--- src/rtl/bch_dec_out_buffer.sv ---
// bch_dec_out_buffer
//   Output stage of the BCH decoder. Chien-search words (corrected and uncorrected)
//   are written into a ring of 2^pBNUM_W frame banks. Each committed frame is replayed
//   as sop/val/eop words with downstream backpressure. A frame that failed to decode
//   is replayed from the uncorrected copy unless pFAIL_FIXED is set.
//
// Ports
//   iclk, ireset          clock, asynchronous active-high reset
//   iclkena               global clock enable; 0 freezes all state
//   iwrite/iwaddr         word write strobe and word address inside the frame
//   iwdat/iwdat_nfixed    corrected / uncorrected word
//   ieof                  with iwrite: last word, commits the frame
//   idecfail/ibiterr      frame status, sampled with the committing write
//   ofull                 every bank holds a frame not yet fully read out
//   oovf                  sticky: a write was attempted while ofull
//   ireq                  downstream ready
//   osop/oval/oeop/oeof   output framing, transfer on oval & ireq
//   odat                  output word
//   odecfail/obiterr      status of the frame being replayed
module bch_dec_out_buffer #(
  parameter int unsigned m           = 4,
  parameter int unsigned pLEN        = 15,
  parameter int unsigned pDAT_W      = 1,
  parameter int unsigned pBNUM_W     = 1,
  parameter int unsigned pFAIL_FIXED = 0
) (
  input  logic              iclk,
  input  logic              ireset,
  input  logic              iclkena,
  input  logic              iwrite,
  input  logic [m-1:0]      iwaddr,
  input  logic [pDAT_W-1:0] iwdat,
  input  logic [pDAT_W-1:0] iwdat_nfixed,
  input  logic              ieof,
  input  logic              idecfail,
  input  logic [m-1:0]      ibiterr,
  output logic              ofull,
  output logic              oovf,
  input  logic              ireq,
  output logic              osop,
  output logic              oval,
  output logic              oeop,
  output logic              oeof,
  output logic [pDAT_W-1:0] odat,
  output logic              odecfail,
  output logic [m-1:0]      obiterr
);

  localparam int unsigned NBanks    = 2 ** pBNUM_W;
  localparam int unsigned NWords    = 2 ** m;
  localparam int unsigned UsedW     = pBNUM_W + 1;
  localparam logic [m-1:0] LastAddr = m'(pLEN - 1);
  localparam logic [UsedW-1:0] UsedFull = UsedW'(NBanks);
  localparam logic FailFixed = (pFAIL_FIXED != 0);

  typedef enum logic [1:0] {StIdle, StRead, StLast} state_e;

  // {nfixed, fixed} per word
  logic [2*pDAT_W-1:0] mem_q [NBanks][NWords];
  logic                side_dec_q [NBanks];
  logic [m-1:0]        side_bit_q [NBanks];

  state_e               state_q, state_d;
  logic [m-1:0]         raddr_q, raddr_d;
  logic [pBNUM_W-1:0]   wptr_q, wptr_d;
  logic [pBNUM_W-1:0]   rptr_q, rptr_d;
  logic [UsedW-1:0]     used_q, used_d;
  logic                 ofull_q, ofull_d;
  logic                 oovf_q, oovf_d;
  logic                 oval_q, oval_d;
  logic                 osop_q, osop_d;
  logic                 oeop_q, oeop_d;
  logic [pDAT_W-1:0]    odat_q, odat_d;
  logic                 odecfail_q, odecfail_d;
  logic [m-1:0]         obiterr_q, obiterr_d;

  logic                 wr_en, commit, release_bank, pipe_en, issue;
  logic [pBNUM_W-1:0]   rd_bank;
  logic [m-1:0]         rd_addr;
  logic [2*pDAT_W-1:0]  rd_word;
  logic                 rd_dec;

  assign wr_en        = iclkena & iwrite & ~ofull_q;
  assign commit       = wr_en & ieof;
  assign release_bank = iclkena & oval_q & oeop_q & ireq;
  // Output register advances when empty or when its word is being taken.
  assign pipe_en      = iclkena & (ireq | ~oval_q);

  always_ff @(posedge iclk) begin
    if (wr_en) begin
      mem_q[wptr_q][iwaddr] <= {iwdat_nfixed, iwdat};
    end
  end

  always_ff @(posedge iclk or posedge ireset) begin
    if (ireset) begin
      for (int i = 0; i < int'(NBanks); i++) begin
        side_dec_q[i] <= 1'b0;
        side_bit_q[i] <= '0;
      end
    end else if (commit) begin
      side_dec_q[wptr_q] <= idecfail;
      side_bit_q[wptr_q] <= ibiterr;
    end
  end

  // Read sequencer. On the last-word transfer the next frame's word 0 is issued in the
  // same cycle so consecutive frames stream without a bubble.
  always_comb begin
    state_d = state_q;
    raddr_d = raddr_q;
    rptr_d  = rptr_q;
    issue   = 1'b0;
    rd_bank = rptr_q;
    rd_addr = raddr_q;
    unique case (state_q)
      StIdle: begin
        if (pipe_en && used_q != '0) begin
          state_d = StRead;
          raddr_d = '0;
        end
      end
      StRead: begin
        if (pipe_en) begin
          issue = 1'b1;
          if (raddr_q == LastAddr) begin
            state_d = StLast;
          end else begin
            raddr_d = raddr_q + m'(1);
          end
        end
      end
      StLast: begin
        if (release_bank) begin
          rptr_d = rptr_q + pBNUM_W'(1);
          if (used_q > UsedW'(1)) begin
            issue   = 1'b1;
            rd_bank = rptr_q + pBNUM_W'(1);
            rd_addr = '0;
            if (LastAddr == '0) begin
              state_d = StLast;
            end else begin
              state_d = StRead;
              raddr_d = m'(1);
            end
          end else begin
            state_d = StIdle;
            raddr_d = '0;
          end
        end
      end
      default: state_d = StIdle;
    endcase
  end

  assign rd_word = mem_q[rd_bank][rd_addr];
  assign rd_dec  = side_dec_q[rd_bank];

  always_comb begin
    oval_d     = oval_q;
    osop_d     = osop_q;
    oeop_d     = oeop_q;
    odat_d     = odat_q;
    odecfail_d = odecfail_q;
    obiterr_d  = obiterr_q;
    if (pipe_en) begin
      oval_d = issue;
      osop_d = issue && (rd_addr == '0);
      oeop_d = issue && (rd_addr == LastAddr);
      if (issue) begin
        odat_d     = (rd_dec & ~FailFixed) ? rd_word[2*pDAT_W-1:pDAT_W] : rd_word[pDAT_W-1:0];
        odecfail_d = rd_dec;
        obiterr_d  = side_bit_q[rd_bank];
      end
    end
  end

  always_comb begin
    used_d = used_q;
    if (commit && !release_bank) begin
      used_d = used_q + UsedW'(1);
    end else if (!commit && release_bank) begin
      used_d = used_q - UsedW'(1);
    end
    wptr_d  = commit ? wptr_q + pBNUM_W'(1) : wptr_q;
    ofull_d = (used_d == UsedFull);
    oovf_d  = oovf_q | (iclkena & iwrite & ofull_q);
  end

  always_ff @(posedge iclk or posedge ireset) begin
    if (ireset) begin
      state_q    <= StIdle;
      raddr_q    <= '0;
      wptr_q     <= '0;
      rptr_q     <= '0;
      used_q     <= '0;
      ofull_q    <= 1'b0;
      oovf_q     <= 1'b0;
      oval_q     <= 1'b0;
      osop_q     <= 1'b0;
      oeop_q     <= 1'b0;
      odat_q     <= '0;
      odecfail_q <= 1'b0;
      obiterr_q  <= '0;
    end else begin
      state_q    <= state_d;
      raddr_q    <= raddr_d;
      wptr_q     <= wptr_d;
      rptr_q     <= rptr_d;
      used_q     <= used_d;
      ofull_q    <= ofull_d;
      oovf_q     <= oovf_d;
      oval_q     <= oval_d;
      osop_q     <= osop_d;
      oeop_q     <= oeop_d;
      odat_q     <= odat_d;
      odecfail_q <= odecfail_d;
      obiterr_q  <= obiterr_d;
    end
  end

  assign ofull    = ofull_q;
  assign oovf     = oovf_q;
  assign oval     = oval_q;
  assign osop     = osop_q;
  assign oeop     = oeop_q;
  assign oeof     = oeop_q;
  assign odat     = odat_q;
  assign odecfail = odecfail_q;
  assign obiterr  = obiterr_q;

endmodule

--- config.mk ---
export PLATFORM = sky130hd
export DESIGN_NAME = bch_dec_out_buffer
export DESIGN_NICKNAME = d
export VERILOG_FILES = /design/src/rtl/bch_dec_out_buffer.sv
export SDC_FILE = /design/constraint.sdc
export NUM_CORES = 1
export LEC_CHECK = 0
export CORE_MARGIN = 10
export CORE_UTILIZATION = 40
export CTS_BUF_LIST = sky130_fd_sc_hd__clkbuf_8
export DETAILED_ROUTE_END_ITERATION = 12
export PLACE_DENSITY = 0.68
export SLEW_MARGIN = 25
export SYNTH_ARGS = -nofsm -noshare
export SYNTH_HDL_FRONTEND = slang
export SYNTH_SLANG_ARGS = --single-unit
--- constraint.sdc ---
create_clock -name iclk -period 3.1 [get_ports iclk]
set_input_delay 0.465 -clock iclk [delete_from_list [all_inputs] [get_ports iclk]]
set_output_delay 0.465 -clock iclk [all_outputs]
set_load 0.01 [all_outputs]
==> results.ini, run 1 <==
[status]
status = finished clean

[clock_tree]
cts_hold_buf = 0
cts.clk_slew.worst_paths_ns = 0.10
cts_tree = built
cts_root_buffer = clkbuf_8
cts_buffer_depth = 2

[power_and_ir_drop]
p_seq_mw = 1.72
power.share.clock_pct = 21.2
ir_drop_uv = 351

[synthesis]
yosys-stat-area_sq_mm = 0.00476
synth.distinct_cells = 68
adder_share_pct = 2.10
ys_sh_mux_pct = 5.07
ys_seq_share_pct = 56.7
synth-async-reset-ratio_pct = 32.6
top_logic_kind = simple AND/OR/NAND/NOR gates

[die]
row_count = 39
coreArea_sq_mm = 0.0115
chipArea_sq_mm = 0.0167
die_w_microns = 129

[global_routing]
grt_max_degree = 33
gr-max-usage-layer = met2
use_met2_pct = 22.1

[drt]
via_count = 3548
firstDrtPassIters = 5
dr_wl_met3_microns = 964
met1Wirelength_microns = 5440

[timing]
setup_viol = 0
maxSlewViolCount = 0

[worst_setup_path]
worstPathCellList = inv_1 > ha_1 > and3b_1 > a21oi_4 > a2111oi_0 > a211oi_1 > o41ai_2 > o221ai_1 > o311a_1
worst_path_max_delay_cell = a2111oi_0

[placement]
place.gp.congestion = 0.969
dp_hpwl_microns = 8840
dp.cells = 597

[layout]
drive_gt1_share_pct = 13.4

run 1: through the flow:
stage                     total power [mW]  utilization [%]    TNS, ns  cell area, sq um
after floorplan                       2.42                -          0              4760
after global placement                2.83             45.5  -0.000473              5240
after detailed placement              2.85             45.5          0              5240
after CTS                             3.60             47.0          0              5410
after global routing                  3.80             47.0          0              5410
final                                 3.60             47.0          0              5410
run 1: flip-flops by register name, indices dropped and copies added (netlist names), 2 cells and up:
signal and cells:
raddr_q 4, side_dec_q 2, side_bit_q 8, used_q 2, obiterr 4, mem_q 64
state_q 2
run 1: cell usage in the layout (no fill, tap or decap), types with 3 or more instances in the layout:
master / count
o21ai_1: 6
nand2b_1: 5
o211ai_1: 7
a21o_1: 3
buf_4: 19
dfrtp_1: 31
or3_1: 3
clkdlybuf4s50_1: 28
a21oi_1: 13
xnor2_1: 4
or2_2: 3
inv_1: 9
mux2_2: 13
nor2b_1: 6
nand3_1: 23
a221oi_1: 3
nand2_1: 48
a211oi_1: 5
a31oi_1: 9
a32oi_1: 4
nand3b_1: 3
clkbuf_8: 9
o221ai_1: 3
nor2_1: 58
ha_1: 8
mux2i_1: 8
o21ai_0: 19
edfxtp_1: 64
run 1: worst paths after layout:
| check | endpoint | slack (ns) | cells after the start |
|---|---|---|---|
| worst max-delay path | odat | 0.30 | 9 |
| worst min-delay path | odat | 0.47 | 3 |
| worst max register to register | odat | 0.30 | 9 |
| worst min register to register | oovf | 0.48 | 1 |
| max in group asynchronous | raddr_q[2] | 2.34 | 3 |
| min in group iclk | oovf | 0.48 | 1 |
run 1: area by class of cell:
type	count	area, sq um
Clock inverter	7	52.6
Multi-Input combinational cell	302	1900
Inverter	10	37.5
Tap cell	143	179
Sequential cell	95	2700
Timing Repair Buffer	47	423
Clock buffer	9	124
Fill cell	1056	6100
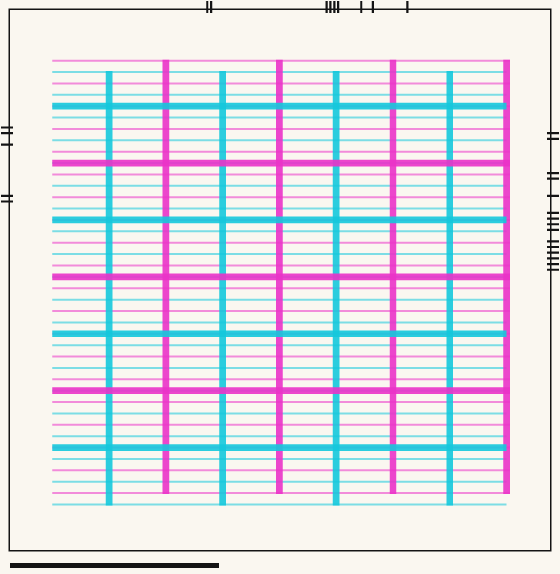
Run 1: PDN straps and rails
The bar under the picture is 50 microns long. Pins as bars on the die edge.
legend:
  VDD:
    color: magenta
  VSS:
    color: cyan
signal pins: 29
met5 straps: 7

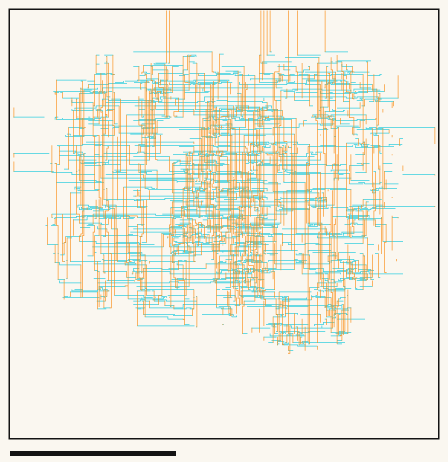
Run 1: wiring by layer
The bar under the picture is 50 microns long. Only two layers are drawn.
legend:
  M1:
    color: cyan
    wire_length: 5,440 microns
  M2:
    color: orange
    wire_length: 5,440 microns
gr usage total: 14.6%
final WL: 12,100 microns
DR WL/cell: 19.8 microns

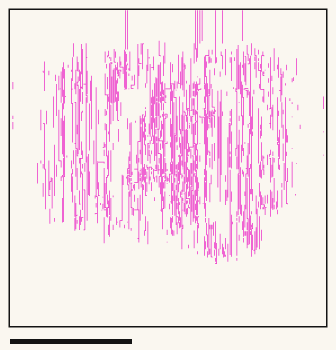
Run 1: the metal 2 layer
The bar under the picture is 50 microns long.
nets with wire on the layer: 407
share of all routed wire: 45%

Run 1, signal wires on met3:
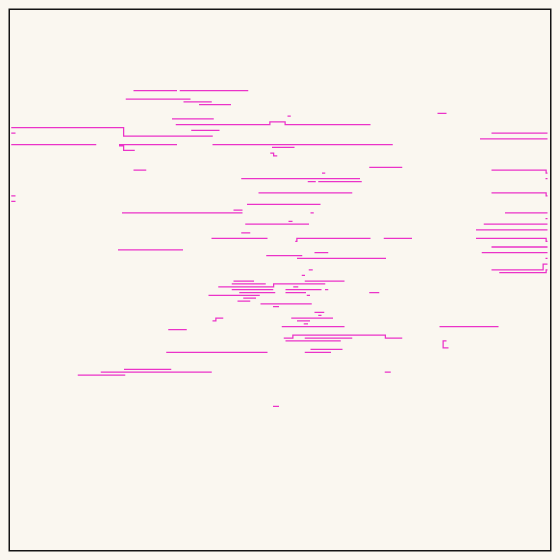

==> run 1 -> run 2 <==
Settings changed: CORE_MARGIN 10 to 8, CTS_CLUSTER_SIZE from default to 12.
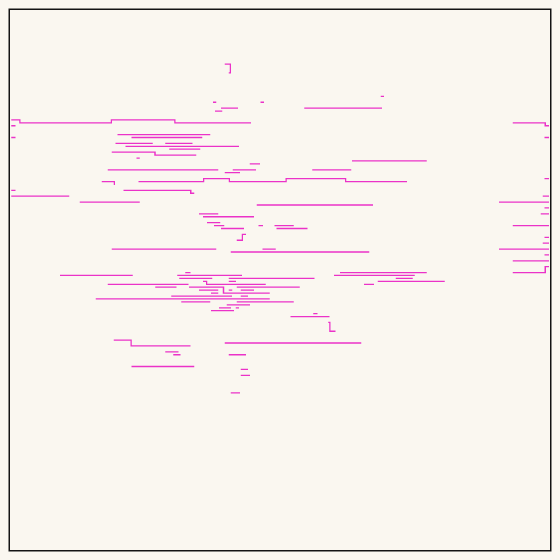
Run 2: signal wires on met3
main direction: horizontal
nets with wire on the layer: 73
share of all routed wire: 7.9%
longest straight run: 40.0 microns

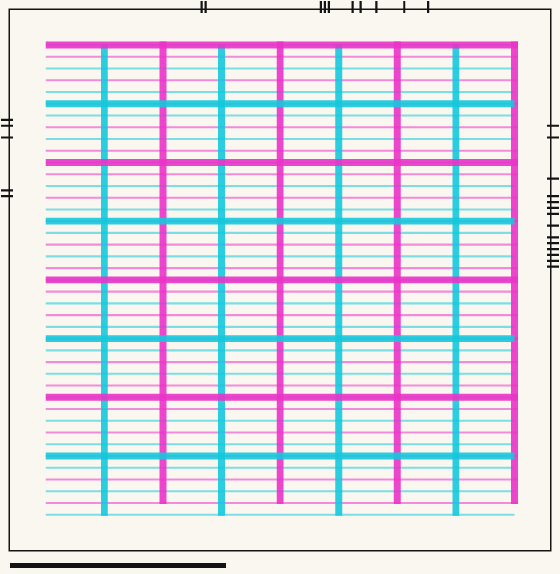
Run 2: PDN straps and rails
The bar under the picture is 50 microns long. Pins as bars on the die edge.
legend:
  VSS:
    color: cyan
  VDD:
    color: magenta
rows: 40
signal pins: 29
DIE WIDTH: 125 microns
Max rail drop VDD: 396 uV
chip height: 125 microns
core footprint: 0.0118 sq mm

==> run 2 against run 1 <==
Setup slack improved by 0.011 ns. Sequential share of layout area fell by 0.058 points. Non-clock buffer count fell by 2. Cell area rose by 0.12%. Critical path type unchanged. Critical endpoint unchanged.
==> results.ini, run 2 <==
[layout]
most-common-layout-cells = edfxtp_1, nor2_1, nand2_1, dfrtp_1, clkdlybuf4s50_1
largest_reg_flops = 64
stdcell_area_sq_mm = 0.00542
layout_top_cell = edfxtp_1
logic_area_sq_mm = 0.00190
post-route-util_pct = 45.9
largest_register = mem_q
seq_area_sq_mm = 0.00270
reg_top3 = mem_q (64), side_bit_q (8)

[drt]
firstDrtPassIters = 5
via_count = 3604
routed_wl_microns = 11700

[synthesis]
synth-async-reset-ratio_pct = 32.6
top_logic_kind = simple AND/OR/NAND/NOR gates
synthCells = 430
ys_seq_share_pct = 56.7
synth.distinct_cells = 68
adder_share_pct = 2.10

[die]
row_count = 40

[placement]
placed_area_sq_mm = 0.00523
dp_hpwl_microns = 8520
place.gp.congestion = 0.885

[worst_setup_path]
reg2regPathDepth = 9
rrSetupSlack_ns = 0.31
r2r-end = odat

[status]
status = finished clean

[global_routing]
grt_usage_pct = 15.4

[power_and_ir_drop]
fin_total_pwr_mw = 3.65

[clock_tree]
cts.clk_slew.worst_paths_ns = 0.10
cts_buffer_depth = 2
cts_tree = built

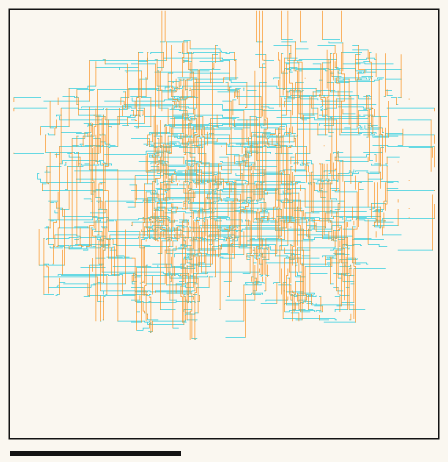
Run 2: wiring by layer
The bar under the picture is 50 microns long. Only two layers are drawn.
legend:
  M1:
    color: cyan
    wire_length: 5,050 microns
  M2:
    color: orange
    wire_length: 5,550 microns

-- run 2: cell counts after synthesis --
Identical to the previous run, type by type.
-- run 2: cells by family (layout without fill, tap and decap cells) --
group,after synthesis,in the layout
flops,95,95
compound gates,101,101
simple gates,167,167
xor+xnor,4,4
mux,22,22
fa+ha+maj,8,8
buf+inv,33,71
-- run 2: area by class of cell --
class	count	area share [%]
repair buffers	45	7.44
multi-input cells	302	35.0
well taps	147	3.39
flip-flops and latches	95	49.8
inverters	10	0.693
clock inverters	7	1.36
clock buffers	9	2.29
-- run 2: through the flow --
stage / setup slack, ns / std cells
2_1_floorplan: 0.747 / 430
3_3_place_gp: 0.137 / 599
3_5_place_dp: 0.0637 / 599
4_1_cts: 0.312 / 615
5_1_grt: 0.0958 / 615
6_report: 0.309 / 615
-- run 2: worst max-delay path, delay by kind of cell, from the launching register on --
kind	cells	cell delay, ns
AND-OR/OR-AND	3	0.54
adder cells (fa/ha/maj)	1	0.29
buffers and inverters	1	0.11
flip-flops	1	0.42
AND/OR/NAND/NOR	4	1.33
-- run 2: how the worst max path moves through the flow --
stage	startpoint	endpoint	slack [ns]	depth (start not counted)
after global routing	state_q[0]	odat	0.1	9
after CTS	state_q[0]	odat	0.31	10
final	state_q[0]	odat	0.31	9
after floorplan	state_q[0]	odat	0.75	12
after global placement	iclkena	odat	0.14	8
after detailed placement	iclkena	odat	0.06	9
-- run 2: where the power goes --
group          total [mW]  switching (mW)  internal [mW]
logic                1.09           0.577          0.514
clock network       0.823           0.447          0.376
registers            1.73           0.201           1.53
-- run 2: metal layers --
metal	global-route usage, %	up-vias	wire length (microns)
met5	0	-	0
li1	-	1658	-
met3	4.33	21	931
met4	5.80	0	203
met1	20.0	1751	5050
met2	24.0	174	5550
Run 2, the metal 2 layer:
The bar under the picture is 50 microns long.
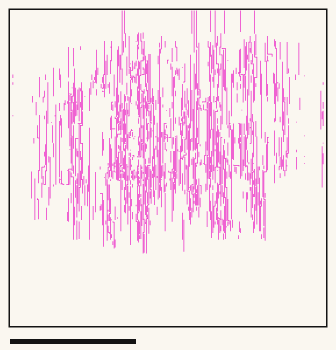

==> run 2 -> run 3 <==
Settings changed: PLACE_DENSITY 0.68 to default.
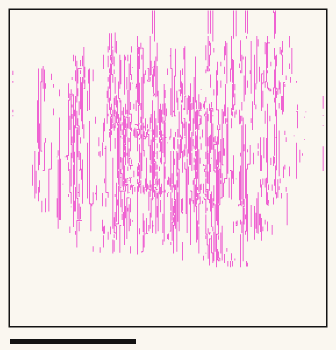
Run 3: the metal 2 layer
The bar under the picture is 50 microns long.
share of all routed wire: 46%
main direction: vertical
longest straight run: 40.5 microns
final WL: 12,000 microns
global-route met2 utilization: 24.5%

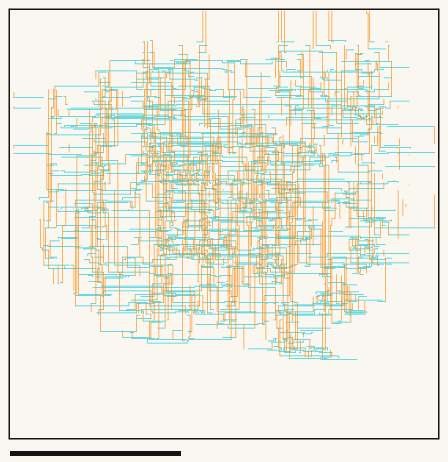
Run 3: wiring by layer
The bar under the picture is 50 microns long. Only two layers are drawn.
legend:
  M1:
    color: cyan
    wire_length: 5,560 microns
  M2:
    color: orange
    wire_length: 5,480 microns

==> run 3 against run 2 <==
Via count about the same. Register-to-register slack about the same. Setup slack worse by 0.013 ns. Routed wire length up 2.5%. Flip-flop count unchanged. Critical endpoint unchanged. Critical path depth unchanged. Worst hold slack worse by 0.0037 ns. Utilization up 0.60 points. Critical path type unchanged. Combinational power up 4%. Area after synthesis unchanged. Synthesized cell count unchanged. Cell area up 1.3%.
==> results.ini, run 3 <==
[worst_setup_path]
reg2regPathDepth = 9
worst_path_max_delay_cell = dfrtp_1
crit_buf_inv = 1
r2r-end = odat
rrSetupSlack_ns = 0.30
crit_cells = 9
worstPathCellList = inv_1 > ha_1 > and3b_2 > a21oi_4 > nor2_1 > mux2_2 > a21oi_1 > a32oi_1 > o311a_1

[status]
status = finished clean

[clock_tree]
cts_buffer_depth = 2
cts_hold_buf = 0
cts_root_buffer = clkbuf_8
cts.clk_slew.worst_paths_ns = 0.10

[power_and_ir_drop]
power.internal_mw = 2.51
fin_total_pwr_mw = 3.74
power.share.clock_pct = 24.1
switching_power_mw = 1.23
ir_drop_uv = 404
comb_power_share_pct = 30.2

[drt]
firstDrtPassIters = 6
met1Wirelength_microns = 5560
dr_wl_met3_microns = 806
routed.top_layer = met4

[layout]
most-common-layout-cells = edfxtp_1, nor2_1, nand2_1, dfrtp_1, clkdlybuf4s50_1
finalNonFillerCells = 620
drive_gt1_share_pct = 14.4
largest_reg_flops = 64
largest_register = mem_q
stdcell_area_sq_mm = 0.00549
nFillCells = 1099
reg_top3 = mem_q (64), side_bit_q (8)

[global_routing]
grt_usage_pct = 15.5
grt_max_degree = 33

[worst_hold_path]
hold_path_depth = 1
holdPathEnd = oovf

[timing]
tns_ns = 0
setup_viol = 0

[placement]
place.gp.congestion = 0.924
dp.cells = 605

[die]
dieHeight_microns = 125
die_w_microns = 125
coreArea_sq_mm = 0.0118
row_count = 40

[synthesis]
synth-async-reset-ratio_pct = 32.6
synthCells = 430
synth.distinct_cells = 68

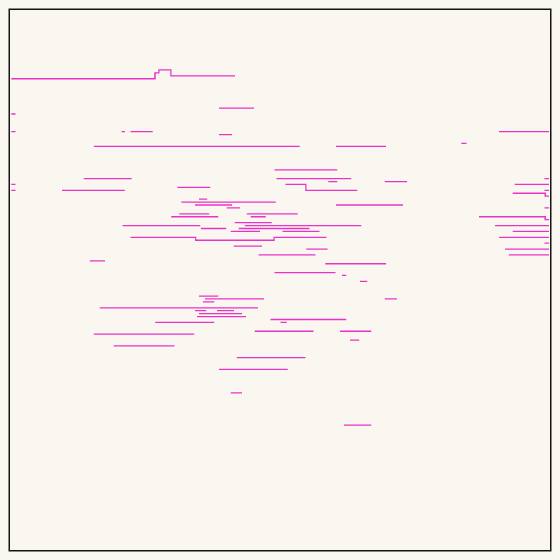
Run 3: signal wires on met3
share of all routed wire: 6.7%
main direction: horizontal
total number of vias: 3,603
met3 GRT Util: 3.61%

## run 3: how the worst max path moves through the flow
stage	from	endpoint	slack [ns]
2_1_floorplan	state_q[0]	odat	0.75
3_3_place_gp	ireq	odat	0.22
3_5_place_dp	ireq	odat	0.18
4_1_cts	state_q[0]	odat	0.24
5_1_grt	state_q[0]	odat	0.14
6_report	state_q[0]	odat	0.30
## run 3: power groups by stage
| stage | logic (mW) | clock network (mW) | registers (mW) |
|---|---|---|---|
| final | 1.13 | 0.902 | 1.71 |
| after global routing | 1.24 | 0.956 | 1.73 |
| after CTS | 1.13 | 0.920 | 1.71 |
| after detailed placement | 1.12 | 0 | 1.74 |
| after global placement | 1.10 | 0 | 1.73 |
| after floorplan | 0.744 | 0 | 1.68 |
## run 3: final cells by class
class	instances	area, sq um	share of cell area [%]
Inverter	10	37.5	0.684
Sequential cell	95	2700	49.1
Multi-Input combinational cell	302	1900	34.6
Clock buffer	9	124	2.26
Tap cell	147	184	3.35
Clock inverter	6	93.8	1.71
Timing Repair Buffer	51	453	8.25
## run 3: cell families after synthesis
logic type / count (synthesis) / synth area share (%)
compound gates: 101 / 15.1
xor+xnor: 4 / 0.736
fa+ha+maj: 8 / 2.10
flops: 95 / 56.7
buf+inv: 33 / 3.42
simple gates: 167 / 16.8
mux: 22 / 5.07
## run 3: routing by layer
layer | global-route usage (%) | up-vias
met5 | 0 | -
met1 | 20.6 | 1772
li1 | - | 1677
met2 | 24.5 | 135
met3 | 3.61 | 19
met4 | 4.66 | 0
## run 3: metrics by stage
step / util (%) / setup WS [ns] / hold WS [ns]
floorplan: - / 0.747 / 0.479
global route: 46.5 / 0.136 / 0.492
CTS: 46.5 / 0.236 / 0.477
detailed placement: 44.6 / 0.184 / 0.455
global placement: 44.6 / 0.225 / 0.449
finish: 46.5 / 0.296 / 0.468
No activity file was given, so power comes from the tool's default toggle rates.
